===== src/rtl/bf_p_key_mixer_if.sv =====
// Bus bundle for the Blowfish P-array key mixer: ROM index/data, start/status, write and read ports.
// BF_KEYLEN_CHECK_EN adds the err status line.
interface bf_p_key_mixer_if;
  logic         start;
  logic [447:0] key;
  logic [3:0]   key_len;
  logic [4:0]   p_idx;
  logic [31:0]  p_rom;
  logic         busy;
  logic         done;
  logic         p_valid;
  logic         wr_en;
  logic [4:0]   wr_idx;
  logic [31:0]  wr_data;
  logic [4:0]   rd_idx;
  logic [31:0]  rd_data;
`ifdef BF_KEYLEN_CHECK_EN
  logic         err;
`endif

  modport master (
    output start, key, key_len, p_rom, wr_en, wr_idx, wr_data, rd_idx,
    input  p_idx, busy, done, p_valid, rd_data
`ifdef BF_KEYLEN_CHECK_EN
    , input err
`endif
  );

  modport slave (
    input  start, key, key_len, p_rom, wr_en, wr_idx, wr_data, rd_idx,
    output p_idx, busy, done, p_valid, rd_data
`ifdef BF_KEYLEN_CHECK_EN
    , output err
`endif
  );
endinterface


===== src/rtl/bf_p_key_mixer.sv =====
// Blowfish P-array key mixer: XORs ROM constants 0..17 with the cyclic user key into a subkey file.
// Optional BF_KEYLEN_CHECK_EN rejects illegal key_len with a one-cycle err pulse instead of clamping.
module bf_p_key_mixer #(
  parameter int unsigned NUM_P         = 18,
  parameter int unsigned MAX_KEY_WORDS = 14
) (
  input logic             clk,
  input logic             rst,
  bf_p_key_mixer_if.slave bus
);

  typedef enum logic [1:0] {StIdle, StMix, StDone} state_e;

  localparam logic [4:0] LastIdx = 5'(NUM_P - 1);

  state_e       state_q, state_d;
  logic [4:0]   idx_q;
  logic [3:0]   k_q;
  logic [3:0]   len_q;
  logic [447:0] key_q;
  logic         p_valid_q;
  logic [31:0]  rd_data_q;
  logic [31:0]  p_mem [NUM_P];

  logic         key_len_bad;
  logic [3:0]   len_eff;
  logic         start_ok;
  logic [447:0] key_sh;
  logic [31:0]  mix_data;

  assign key_len_bad = (bus.key_len == 4'd0) || (32'(bus.key_len) > MAX_KEY_WORDS);
  assign len_eff     = key_len_bad ? 4'(MAX_KEY_WORDS) : bus.key_len;

`ifdef BF_KEYLEN_CHECK_EN
  assign start_ok = (state_q == StIdle) && bus.start && !key_len_bad;
`else
  assign start_ok = (state_q == StIdle) && bus.start;
`endif

  // Word k sits at key_q[447-32k -: 32]; shift it up to the top slot.
  assign key_sh   = key_q << (32 * k_q);
  assign mix_data = bus.p_rom ^ key_sh[447:416];

  always_comb begin
    state_d = state_q;
    case (state_q)
      StIdle:  if (start_ok) state_d = StMix;
      StMix:   if (idx_q == LastIdx) state_d = StDone;
      StDone:  state_d = StIdle;
      default: state_d = StIdle;
    endcase
  end

  always_ff @(posedge clk or posedge rst) begin
    if (rst) begin
      state_q   <= StIdle;
      idx_q     <= '0;
      k_q       <= '0;
      len_q     <= '0;
      key_q     <= '0;
      p_valid_q <= 1'b0;
      rd_data_q <= '0;
    end else begin
      state_q   <= state_d;
      rd_data_q <= (bus.rd_idx <= LastIdx) ? p_mem[bus.rd_idx] : '0;
      if (start_ok) begin
        key_q     <= bus.key;
        len_q     <= len_eff;
        idx_q     <= '0;
        k_q       <= '0;
        p_valid_q <= 1'b0;
      end else if (state_q == StMix) begin
        k_q <= (k_q == len_q - 4'd1) ? 4'd0 : k_q + 4'd1;
        if (idx_q != LastIdx) idx_q <= idx_q + 5'd1;
        else                  p_valid_q <= 1'b1;
      end
    end
  end

  // Mixing owns the register file during MIX; the external write port is honoured otherwise.
  always_ff @(posedge clk or posedge rst) begin
    if (rst) begin
      for (int i = 0; i < int'(NUM_P); i++) p_mem[i] <= '0;
    end else if (state_q == StMix) begin
      p_mem[idx_q] <= mix_data;
    end else if (bus.wr_en && (bus.wr_idx <= LastIdx)) begin
      p_mem[bus.wr_idx] <= bus.wr_data;
    end
  end

`ifdef BF_KEYLEN_CHECK_EN
  logic err_q;
  always_ff @(posedge clk or posedge rst) begin
    if (rst) err_q <= 1'b0;
    else     err_q <= (state_q == StIdle) && bus.start && key_len_bad;
  end
  assign bus.err = err_q;
`endif

  assign bus.p_idx   = idx_q;
  assign bus.busy    = (state_q == StMix);
  assign bus.done    = (state_q == StDone);
  assign bus.p_valid = p_valid_q;
  assign bus.rd_data = rd_data_q;

endmodule

===== src/flat_wrapper.sv =====
// flat-port wrapper written by rule: the top's interface ports become plain ports
module bf_p_key_mixer_flat 
#(
  parameter int unsigned NUM_P         = 18,
  parameter int unsigned MAX_KEY_WORDS = 14
)
  (clk, rst, bus_start, bus_key, bus_key_len, bus_p_rom, bus_wr_en, bus_wr_idx, bus_wr_data, bus_rd_idx, bus_p_idx, bus_busy, bus_done, bus_p_valid, bus_rd_data);
  bf_p_key_mixer_if bus_i ();
  input logic clk;
  input logic rst;
  input wire logic [$bits(bus_i.start)-1:0] bus_start;
  input wire logic [$bits(bus_i.key)-1:0] bus_key;
  input wire logic [$bits(bus_i.key_len)-1:0] bus_key_len;
  input wire logic [$bits(bus_i.p_rom)-1:0] bus_p_rom;
  input wire logic [$bits(bus_i.wr_en)-1:0] bus_wr_en;
  input wire logic [$bits(bus_i.wr_idx)-1:0] bus_wr_idx;
  input wire logic [$bits(bus_i.wr_data)-1:0] bus_wr_data;
  input wire logic [$bits(bus_i.rd_idx)-1:0] bus_rd_idx;
  output wire logic [$bits(bus_i.p_idx)-1:0] bus_p_idx;
  output wire logic [$bits(bus_i.busy)-1:0] bus_busy;
  output wire logic [$bits(bus_i.done)-1:0] bus_done;
  output wire logic [$bits(bus_i.p_valid)-1:0] bus_p_valid;
  output wire logic [$bits(bus_i.rd_data)-1:0] bus_rd_data;
  assign bus_i.start = bus_start;
  assign bus_i.key = bus_key;
  assign bus_i.key_len = bus_key_len;
  assign bus_i.p_rom = bus_p_rom;
  assign bus_i.wr_en = bus_wr_en;
  assign bus_i.wr_idx = bus_wr_idx;
  assign bus_i.wr_data = bus_wr_data;
  assign bus_i.rd_idx = bus_rd_idx;
  assign bus_p_idx = bus_i.p_idx;
  assign bus_busy = bus_i.busy;
  assign bus_done = bus_i.done;
  assign bus_p_valid = bus_i.p_valid;
  assign bus_rd_data = bus_i.rd_data;
  bf_p_key_mixer #(.NUM_P(NUM_P), .MAX_KEY_WORDS(MAX_KEY_WORDS)) u_core (.clk(clk), .rst(rst), .bus(bus_i));
endmodule

===== config.mk =====
export PLATFORM = sky130hd
export DESIGN_NAME = bf_p_key_mixer_flat
export DESIGN_NICKNAME = d
export VERILOG_FILES = /design/src/rtl/bf_p_key_mixer_if.sv /design/src/rtl/bf_p_key_mixer.sv /design/src/flat_wrapper.sv
export SDC_FILE = /design/constraint.sdc
export NUM_CORES = 2
export LEC_CHECK = 0
export CAP_MARGIN = 20
export CORE_ASPECT_RATIO = 1.5
export CORE_MARGIN = 2
export CORE_UTILIZATION = 50
export CTS_BUF_LIST = sky130_fd_sc_hd__clkbuf_16
export DETAILED_ROUTE_END_ITERATION = 7
export PLACE_DENSITY = 0.69
export SETUP_SLACK_MARGIN = 0.2
export SLEW_MARGIN = 20
export SYNTH_ARGS = -nofsm -noshare
export SYNTH_HDL_FRONTEND = slang
export SYNTH_SLANG_ARGS = --single-unit

===== constraint.sdc =====
create_clock -name clk -period 57 [get_ports clk]
set_input_delay 17.1 -clock clk [delete_from_list [all_inputs] [get_ports clk]]
set_output_delay 17.1 -clock clk [all_outputs]
set_load 0.01 [all_outputs]

==> images/layer_met1.png <==
Cells faint in the background.
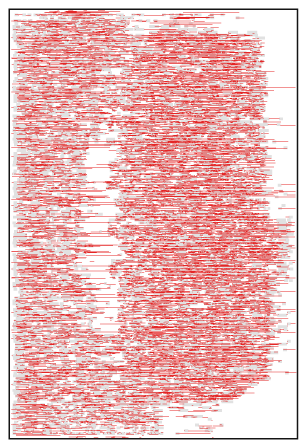
nets with wire on the layer: 4842
wire length on this layer: 67.3 mm
main direction: horizontal
M1 GR Usage: 0.424
routed wire length: 196000 um
vias: 42186

==> images/layer_met2.png <==
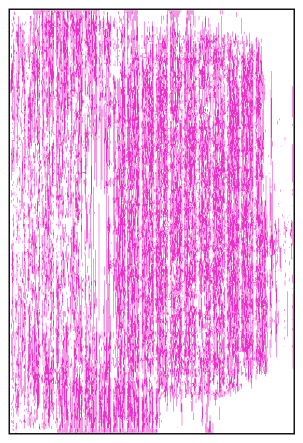
wire length on this layer: 89.9 mm
share of all routed wire: 46%

==> summary.txt <==
impl run done, here's what came out: Final ANT Viol Nets=0, met2 Use GR=0.552, commonest cells in the netlist=dfrtp_1, mux2_2, clkbuf_1, nand2_1, a21oi_1, Async SR Flop Fraction=1.00, worst setup path start=rst, leakage power=25.4 nW, syn avg cell area=11.9 um2, clk latency late pin=0.73 ns, largest net degree at the start of global routing=210, unrepaired setup endpoints after global routing=false, Worst Max-Slew Pin Slew=1.23 ns, Fillers=8566, Yosys warning total=0, vias in the first global route=42465, Post CTS Setup Buffer Count=0, Critical Path Max Stage Delay=0.88 ns, NumNets Final=5316, hold depth=2, Worst setup EP type=asynchronous set/reset pin, run status=complete, no violations, cell count along the critical path=6, Top cell area share=0.505, power density cells=57.9 nW/um2, CTS clk-pin slew, worst paths=0.06 ns, DP HPWL=122000 um, count of final setup violators=0, initial antenna violation count=57, Port Buf Inserts=569, endpoints failing hold=0, Pre-Place Util=0.504, pre-CTS setup slack=35.02 ns, FMAX=47.2 MHz, EDFF count, synth=0, CP endpoint=u_core.p_mem[258], Max Buffers Root-to-Sink=3
==> images/layer_met3.png <==
Cells faint in the background.
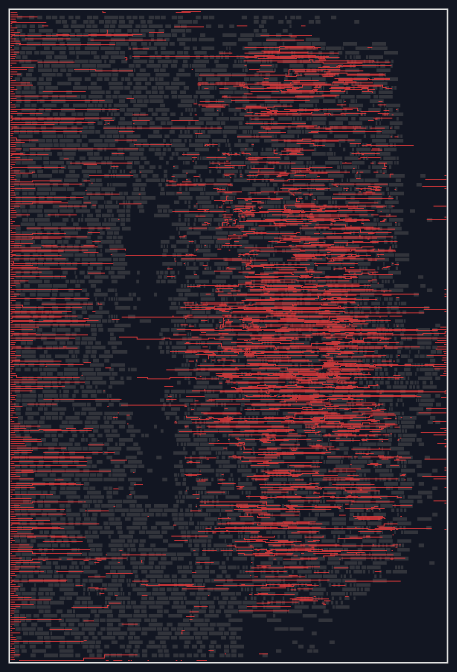
longest straight run: 138 um
main direction: horizontal
wire length on this layer: 23.9 mm
GR Util met3: 0.124

==> images/layer_met4.png <==
Bar = 100 um. Cells faint in the background.
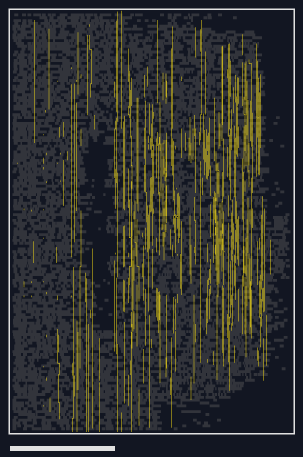
longest straight run: 192 um
main direction: vertical
share of all routed wire: 7.4%
nets with wire on the layer: 169

==> worst min-delay path: cells and delay by family (launching register included) <==
family             cells  cell delay [ns]
and+or+nand+nor        1             0.05
DFF                    1             0.34
AOI/OAI and AO/OA      1             0.06
==> registers in the layout (all words and copies together), names as in the netlist <==
register            flops
u_core.p_mem          576
u_core.key_q          448
u_core.bus.rd_data     32
u_core.bus.p_idx        5
u_core.k_q              4
u_core.len_q            4
u_core.state_q          2
u_core.bus.p_valid      1
==> per-stage QoR <==
step	power, W	hold slack [ns]
2_1_floorplan	0.00249	0.445
3_3_place_gp	0.00287	0.462
3_5_place_dp	0.00292	0.468
4_1_cts	0.00362	0.483
5_1_grt	0.00382	0.502
6_report	0.00364	0.485
==> final cells by class <==
type / instances / area [um2] / area share
well taps: 1406 / 1760 / 0.0279
clock inverters: 86 / 733 / 0.0116
flip-flops and latches: 1072 / 26800 / 0.426
diodes: 23 / 57.6 / 0.000914
inverters: 41 / 161 / 0.00256
multi-input cells: 2890 / 24300 / 0.385
clock buffers: 105 / 2630 / 0.0417
repair buffers: 672 / 6530 / 0.104
==> cell families (layout without fill, tap and decap cells) <==
group | count (synthesis) | after routing | share of synthesized area
XOR/XNOR | 62 | 62 | 0.0167
buffers and inverters | 483 | 904 | 0.0422
multiplexers | 866 | 866 | 0.225
other | 0 | 23 | 0
adder cells (fa/ha/maj) | 6 | 6 | 0.00141
flip-flops | 1072 | 1072 | 0.505
AND-OR/OR-AND | 1175 | 1175 | 0.141
AND/OR/NAND/NOR | 781 | 781 | 0.0679
==> layer usage <==
metal  up-vias  wire (um)
met5         -        357
met3       868      23900
met4        56      14500
met1     21055      67300
li1      17297          -
met2      2910      89900
Power is estimated from default activity; no workload was simulated.
